A small window of the routed layout:
Window x 29 to 69, y 48 to 88 um. Cells in grey, sequential cells in the stronger grey; small squares are vias.
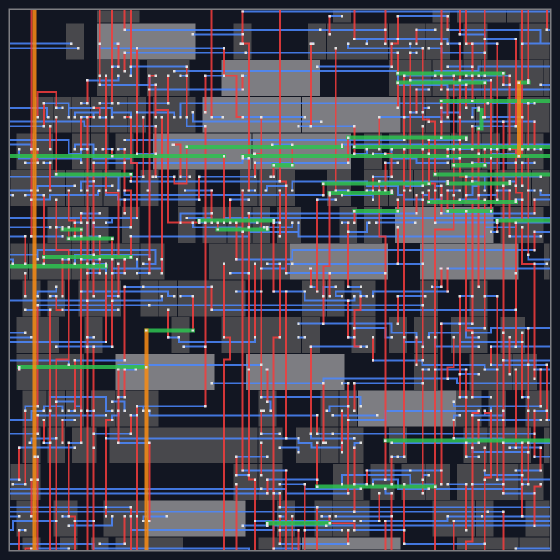
Track usage over the die:
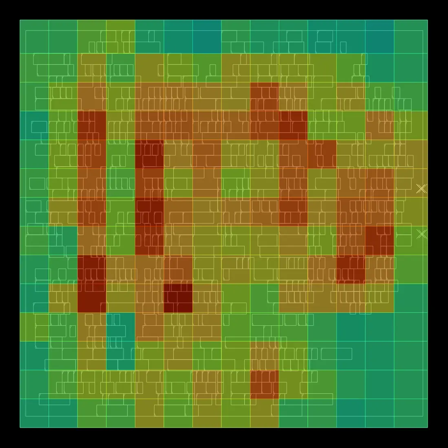
Sequential cells grouped by signal name:
Scale: 4 px per um.
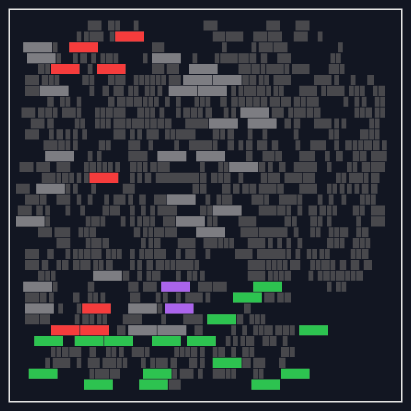
Gate-type map:
Scale: 4 px per um.
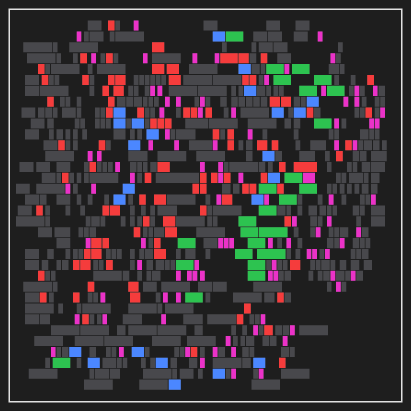
Met2 routing:
Scale: 3 px per um. Cells faint in the background.
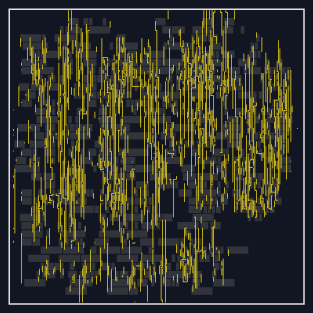
$ cat src/rtl/pwm_dac_level_ctrl_if.sv
// Request/accept handshakes into the PWM DAC level controller.
// There are two requesters: the host register path and the ALC path.
interface pwm_dac_level_ctrl_if;
    logic [7:0] host_level;
    logic       host_valid;
    logic       host_ready;
    logic [7:0] auto_level;
    logic       auto_valid;
    logic       auto_ready;

    modport master (
        output host_level, host_valid, auto_level, auto_valid,
        input  host_ready, auto_ready
    );
    modport slave (
        input  host_level, host_valid, auto_level, auto_valid,
        output host_ready, auto_ready
    );
endinterface

$ cat src/rtl/pwm_dac_level_ctrl.sv
// Slew-limited, two-requester level sequencer feeding the PWM DAC PWM_source input.
// Optional soft mute: define PWM_LEVEL_SOFT_MUTE_EN to add the mute input.
module pwm_dac_level_ctrl #(
    parameter int unsigned STEP_DIV   = 256,
    parameter int unsigned STEP_SIZE  = 1,
    parameter logic [7:0]  INIT_LEVEL = 8'd0
) (
    input  logic                 aclk,
    input  logic                 reset,
    pwm_dac_level_ctrl_if.slave  req,
    input  logic                 auto_enable,
`ifdef PWM_LEVEL_SOFT_MUTE_EN
    input  logic                 mute,
`endif
    output logic [7:0]           level,
    output logic [7:0]           target,
    output logic                 ramp_busy,
    output logic                 owner
);
    typedef enum logic [1:0] {IDLE, RAMP, SETTLE} state_t;

    localparam logic [15:0] TICK_AT = 16'(STEP_DIV - 1);
    localparam logic [7:0]  STEP8   = 8'(STEP_SIZE);
    localparam logic [8:0]  STEP9   = {1'b0, STEP8};

    state_t      state, state_d;
    logic [15:0] timer;
    logic        step_tick;
    logic [7:0]  host_shadow, auto_shadow, host_shadow_d, auto_shadow_d;
    logic [7:0]  level_d, target_d, tgt_sel, own_lvl;
    logic [8:0]  up_gap, dn_gap;
    logic        host_hs, auto_hs, own_hs, retarget, mute_now, mute_chg;
    logic        host_ready_d, auto_ready_d;

`ifdef PWM_LEVEL_SOFT_MUTE_EN
    logic mute_q;

    always_ff @(posedge aclk) begin
        if (reset) mute_q <= 1'b0;
        else       mute_q <= mute;
    end

    assign mute_now = mute;
    assign mute_chg = mute != mute_q;
`else
    assign mute_now = 1'b0;
    assign mute_chg = 1'b0;
`endif

    assign step_tick = (timer == TICK_AT);

    always_comb begin
        host_hs       = req.host_valid && req.host_ready;
        auto_hs       = req.auto_valid && req.auto_ready;
        host_shadow_d = host_hs ? req.host_level : host_shadow;
        auto_shadow_d = auto_hs ? req.auto_level : auto_shadow;
        own_hs        = owner ? auto_hs : host_hs;
        own_lvl       = owner ? req.auto_level : req.host_level;
        // A same-cycle write by the incoming owner is taken as its new target.
        tgt_sel       = auto_enable ? auto_shadow_d : host_shadow_d;
        if (mute_now) tgt_sel = 8'd0;
        retarget      = (auto_enable != owner) || mute_chg;
        up_gap        = {1'b0, target} - {1'b0, level};
        dn_gap        = {1'b0, level} - {1'b0, target};

        state_d  = state;
        level_d  = level;
        target_d = target;
        if (retarget) begin
            target_d = tgt_sel;
            if (tgt_sel != level)   state_d = RAMP;
            else if (state == RAMP) state_d = SETTLE;
        end else if (state == IDLE && own_hs) begin
            target_d = own_lvl;
            if (own_lvl != level) state_d = RAMP;
        end else if (step_tick) begin
            case (state)
                RAMP: begin
                    if (target > level) begin
                        if (up_gap <= STEP9) begin
                            level_d = target;
                            state_d = SETTLE;
                        end else begin
                            level_d = level + STEP8;
                        end
                    end else begin
                        if (dn_gap <= STEP9) begin
                            level_d = target;
                            state_d = SETTLE;
                        end else begin
                            level_d = level - STEP8;
                        end
                    end
                end
                SETTLE:  state_d = IDLE;
                default: state_d = state;
            endcase
        end

        // The owner side is open only when idle, unmuted and not just written.
        host_ready_d = auto_enable  || (state_d == IDLE && !own_hs && !mute_now);
        auto_ready_d = !auto_enable || (state_d == IDLE && !own_hs && !mute_now);
    end

    always_ff @(posedge aclk) begin
        if (reset) begin
            state          <= IDLE;
            timer          <= '0;
            level          <= INIT_LEVEL;
            target         <= INIT_LEVEL;
            host_shadow    <= INIT_LEVEL;
            auto_shadow    <= INIT_LEVEL;
            owner          <= 1'b0;
            ramp_busy      <= 1'b0;
            req.host_ready <= 1'b0;
            req.auto_ready <= 1'b0;
        end else begin
            state          <= state_d;
            timer          <= step_tick ? 16'd0 : timer + 16'd1;
            level          <= level_d;
            target         <= target_d;
            host_shadow    <= host_shadow_d;
            auto_shadow    <= auto_shadow_d;
            owner          <= auto_enable;
            ramp_busy      <= (state_d != IDLE);
            req.host_ready <= host_ready_d;
            req.auto_ready <= auto_ready_d;
        end
    end
endmodule
$ cat src/flat_wrapper.sv
// flat-port wrapper written by rule: the top's interface ports become plain ports
module pwm_dac_level_ctrl_flat 
#(
    parameter int unsigned STEP_DIV   = 256,
    parameter int unsigned STEP_SIZE  = 1,
    parameter logic [7:0]  INIT_LEVEL = 8'd0
)
  (aclk, reset, auto_enable, level, target, ramp_busy, owner, req_host_level, req_host_valid, req_auto_level, req_auto_valid, req_host_ready, req_auto_ready);
  pwm_dac_level_ctrl_if req_i ();
  input  logic aclk;
  input  logic reset;
  input  logic auto_enable;
  output logic [7:0] level;
  output logic [7:0] target;
  output logic ramp_busy;
  output logic owner;
  input wire logic [$bits(req_i.host_level)-1:0] req_host_level;
  input wire logic [$bits(req_i.host_valid)-1:0] req_host_valid;
  input wire logic [$bits(req_i.auto_level)-1:0] req_auto_level;
  input wire logic [$bits(req_i.auto_valid)-1:0] req_auto_valid;
  output wire logic [$bits(req_i.host_ready)-1:0] req_host_ready;
  output wire logic [$bits(req_i.auto_ready)-1:0] req_auto_ready;
  assign req_i.host_level = req_host_level;
  assign req_i.host_valid = req_host_valid;
  assign req_i.auto_level = req_auto_level;
  assign req_i.auto_valid = req_auto_valid;
  assign req_host_ready = req_i.host_ready;
  assign req_auto_ready = req_i.auto_ready;
  pwm_dac_level_ctrl #(.STEP_DIV(STEP_DIV), .STEP_SIZE(STEP_SIZE), .INIT_LEVEL(INIT_LEVEL)) u_core (.aclk(aclk), .reset(reset), .req(req_i), .auto_enable(auto_enable), .level(level), .target(target), .ramp_busy(ramp_busy), .owner(owner));
endmodule
$ cat config.mk
export PLATFORM = sky130hd
export DESIGN_NAME = pwm_dac_level_ctrl_flat
export DESIGN_NICKNAME = d
export VERILOG_FILES = /design/src/rtl/pwm_dac_level_ctrl_if.sv /design/src/rtl/pwm_dac_level_ctrl.sv /design/src/flat_wrapper.sv
export SDC_FILE = /design/constraint.sdc
export NUM_CORES = 1
export LEC_CHECK = 0
export ABC_AREA = 1
export CORE_UTILIZATION = 45
export CTS_BUF_LIST = sky130_fd_sc_hd__clkbuf_4 sky130_fd_sc_hd__clkbuf_8
export DETAILED_ROUTE_END_ITERATION = 10
export MAX_ROUTING_LAYER = met4
export PLACE_DENSITY = 0.65
export SYNTH_ARGS = -nofsm -noshare
export SYNTH_HDL_FRONTEND = slang
export SYNTH_SLANG_ARGS = --single-unit
$ cat constraint.sdc
create_clock -name aclk -period 5.7 [get_ports aclk]
set_input_delay 1.14 -clock aclk [delete_from_list [all_inputs] [get_ports aclk]]
set_output_delay 1.14 -clock aclk [all_outputs]
set_load 0.02 [all_outputs]
==> results.txt <==
fresh numbers from the pnr run: outcome finished with violations, violated checks DRC, Overflow after GRT 0, I/O Buffers 40, P per Cell Area 229 mW/mm^2, Req. time, crit path 5.96 ns, Final Power 0.00107 W, clk root buf clkbuf_8, Syn Std Cell Area 0.00412 mm^2, antenna violations before repair 0, CTS H-tree lvls 2, crit-path cells clkdlybuf4s50_1 > xnor2_1 > nand2_1 > nor3_4 > inv_1 > a21oi_1 > nand2_1 > inv_1, first-pass GRT wire length 17.5 mm, Post-CTS Setup Repair Bufs 0, num rows 34, Fin Clk Skew 0.0157 ns, Synth warnings 0, hold path cells 1, hold_ws 0.454 ns, RSZ-0062 raised after global routing no, final setup TNS 0 ns, die area 0.00955 mm^2, fmax 284 MHz, tool warnings 38, CP max-delay cell clkdlybuf4s50_1, residual DRC count 5, detailed-route vias per instance 5.16, die y size 97.7 um, vias in the first global route 3,756, crit-path max cell delay 0.81 ns, R2R Path Start u_core.level[5], Max Buffers Root-to-Sink 2, Clk pin slew, worst setup/hold paths 0.10 ns, Slew HR 47.9%, largest net degree at the start of global routing 37, Sink Count 54, Leak 2.14 nW, layout cells sized above 1 5.93%, routed length per instance 13.1 um, hpwl dp 8.29 mm, Async S/R FF share, synth 0%, Worst Setup SP auto_enable, Routed Antenna Nets 0, Netlist cell types 44, PostCTS Resize Cnt 0, Final Max Slew Viols 0, # fillers 910, syn avg cell area 6.41 um^2, main flop type dfxtp_1, clock latency on the worst-skew pair 0.32 ns, critical path class input port to flop, most common library cells after synthesis nand2_1 (194), inv_1 (85), dfxtp_1 (54), Setup violations, final 0, met3 routed WL 397 um, Top-area cell share 26.2%, drt first pass iters 8
-- 'a small window of the routed layout' (at the start) --
Key: orange = met4; green = met3; blue = met1; red = met2
Most frequent: nand2_1 (34), inv_1 (18), nand3_1 (15). Sequential cells in the window: 13. 151 logic cells have their middle in the window. Netlist names of flops here include u_core.level (7), u_core.target (6).

-- 'track usage over the die' (at the start) --
GRT Resource Usage Total: 23.1%
met2 Track Usage GR: 38.6%
GRT Max-Usage Layer: met2
met1 track demand over resource: 30.2%
Final Core Density: 53.0%

-- 'sequential cells grouped by signal name' (at the start) --
Key: green = u_core.timer [flops 16]; purple = u_core.state [flops 2]; red = u_core.host_shadow [flops 8]
Another 28 sequential cells are not coloured.
fraction of area in registers: 23.1%
P_seq: 0.000417 W
Seq. cell area: 0.00108 mm^2

-- 'gate-type map' (at the start) --
Key: red = inverting AOI/OAI gates [cells 93, most used a21oi_1]; blue = XOR/XNOR gates [cells 23, most used xor2_1]; green = adder and majority cells [cells 25, most used ha_1]; magenta = inverters [cells 95, most used inv_1, where widely spread]
Top cell excl fill/tap: nand2_1
Post-Layout Cell Count: 783
Comb/total area: 55.1%

-- 'met2 routing' (at the start) --
The layer holds 47% of the routed length. The wires run mostly vertical.
vias after detailed routing: 4,038
wirelength, routed: 10.3 mm

## sequential cells by signal, summed over array words and instances, names as in the netlist, 2 cells and up
name                flops
u_core.auto_shadow      8
u_core.host_shadow      8
u_core.level            8
u_core.state            2
u_core.target           8
u_core.timer           16
## final cells by class
cell class	count	area share, %
Clock buffer	5	1.47
Clock inverter	3	0.938
Inverter	95	7.74
Multi-Input combinational cell	477	55.1
Timing Repair Buffer	41	8.73
Sequential cell	54	23.1
Tap cell	108	2.89
## placed cells by master, fill, tap and decap left out, types with 4 or more instances in the layout
cell / netlist / final
o21ai_0: 18 / 18
nor2_1: 46 / 46
nand2_2: 8 / 8
nand3_1: 49 / 49
clkdlybuf4s50_1: 0 / 40
dfxtp_1: 54 / 54
a21oi_1: 30 / 30
a221oi_1: 8 / 8
clkinv_1: 5 / 5
inv_2: 4 / 4
clkbuf_8: 1 / 5
nand4_1: 9 / 9
nor3_1: 7 / 7
ha_1: 23 / 23
xnor2_1: 4 / 4
nand2_1: 194 / 194
o211ai_1: 11 / 11
nor2_2: 4 / 4
o21ai_1: 19 / 19
inv_1: 85 / 85
xor2_1: 19 / 19
## worst paths after layout
path | slack (ns) | end
setup / recovery | 2.18 | u_core.level[6]
hold reg to reg | 0.45 | u_core.timer[0]
hold / removal | 0.45 | u_core.timer[0]
setup reg to reg | 2.64 | u_core.level[6]
## where the power goes
| part | internal [W] | total (W) | switching [W] |
|---|---|---|---|
| sequential | 0.000399 | 0.000417 | 0.0000184 |
| clock | 0.000132 | 0.000265 | 0.000134 |
| combinational | 0.000138 | 0.000388 | 0.000250 |
| total | 0.000668 | 0.00107 | 0.000402 |
## logic make-up (layout without fill, tap and decap cells)
logic type	count (synthesis)	after routing	synth area share (%)
compound gates	94	94	13.6
xor+xnor	23	23	4.88
fa+ha+maj	25	25	7.95
buf+inv	112	144	11.4
flops	54	54	26.2
simple gates	335	335	35.9
## metrics by stage
| stage | instances | setup slack (ns) |
|---|---|---|
| detailed placement | 775 | 1.93 |
| global placement | 775 | 2.03 |
| CTS | 783 | 2.25 |
| finish | 783 | 2.18 |
| floorplan | 643 | 3.27 |
| global route | 783 | 1.81 |
## per-layer routing
layer	vias to the layer above	track usage, %
met4	0	5.83
met2	110	38.6
li1	2118	-
met1	1800	30.2
met3	10	2.00
met5	-	-
Power is estimated from default activity; no workload was simulated.
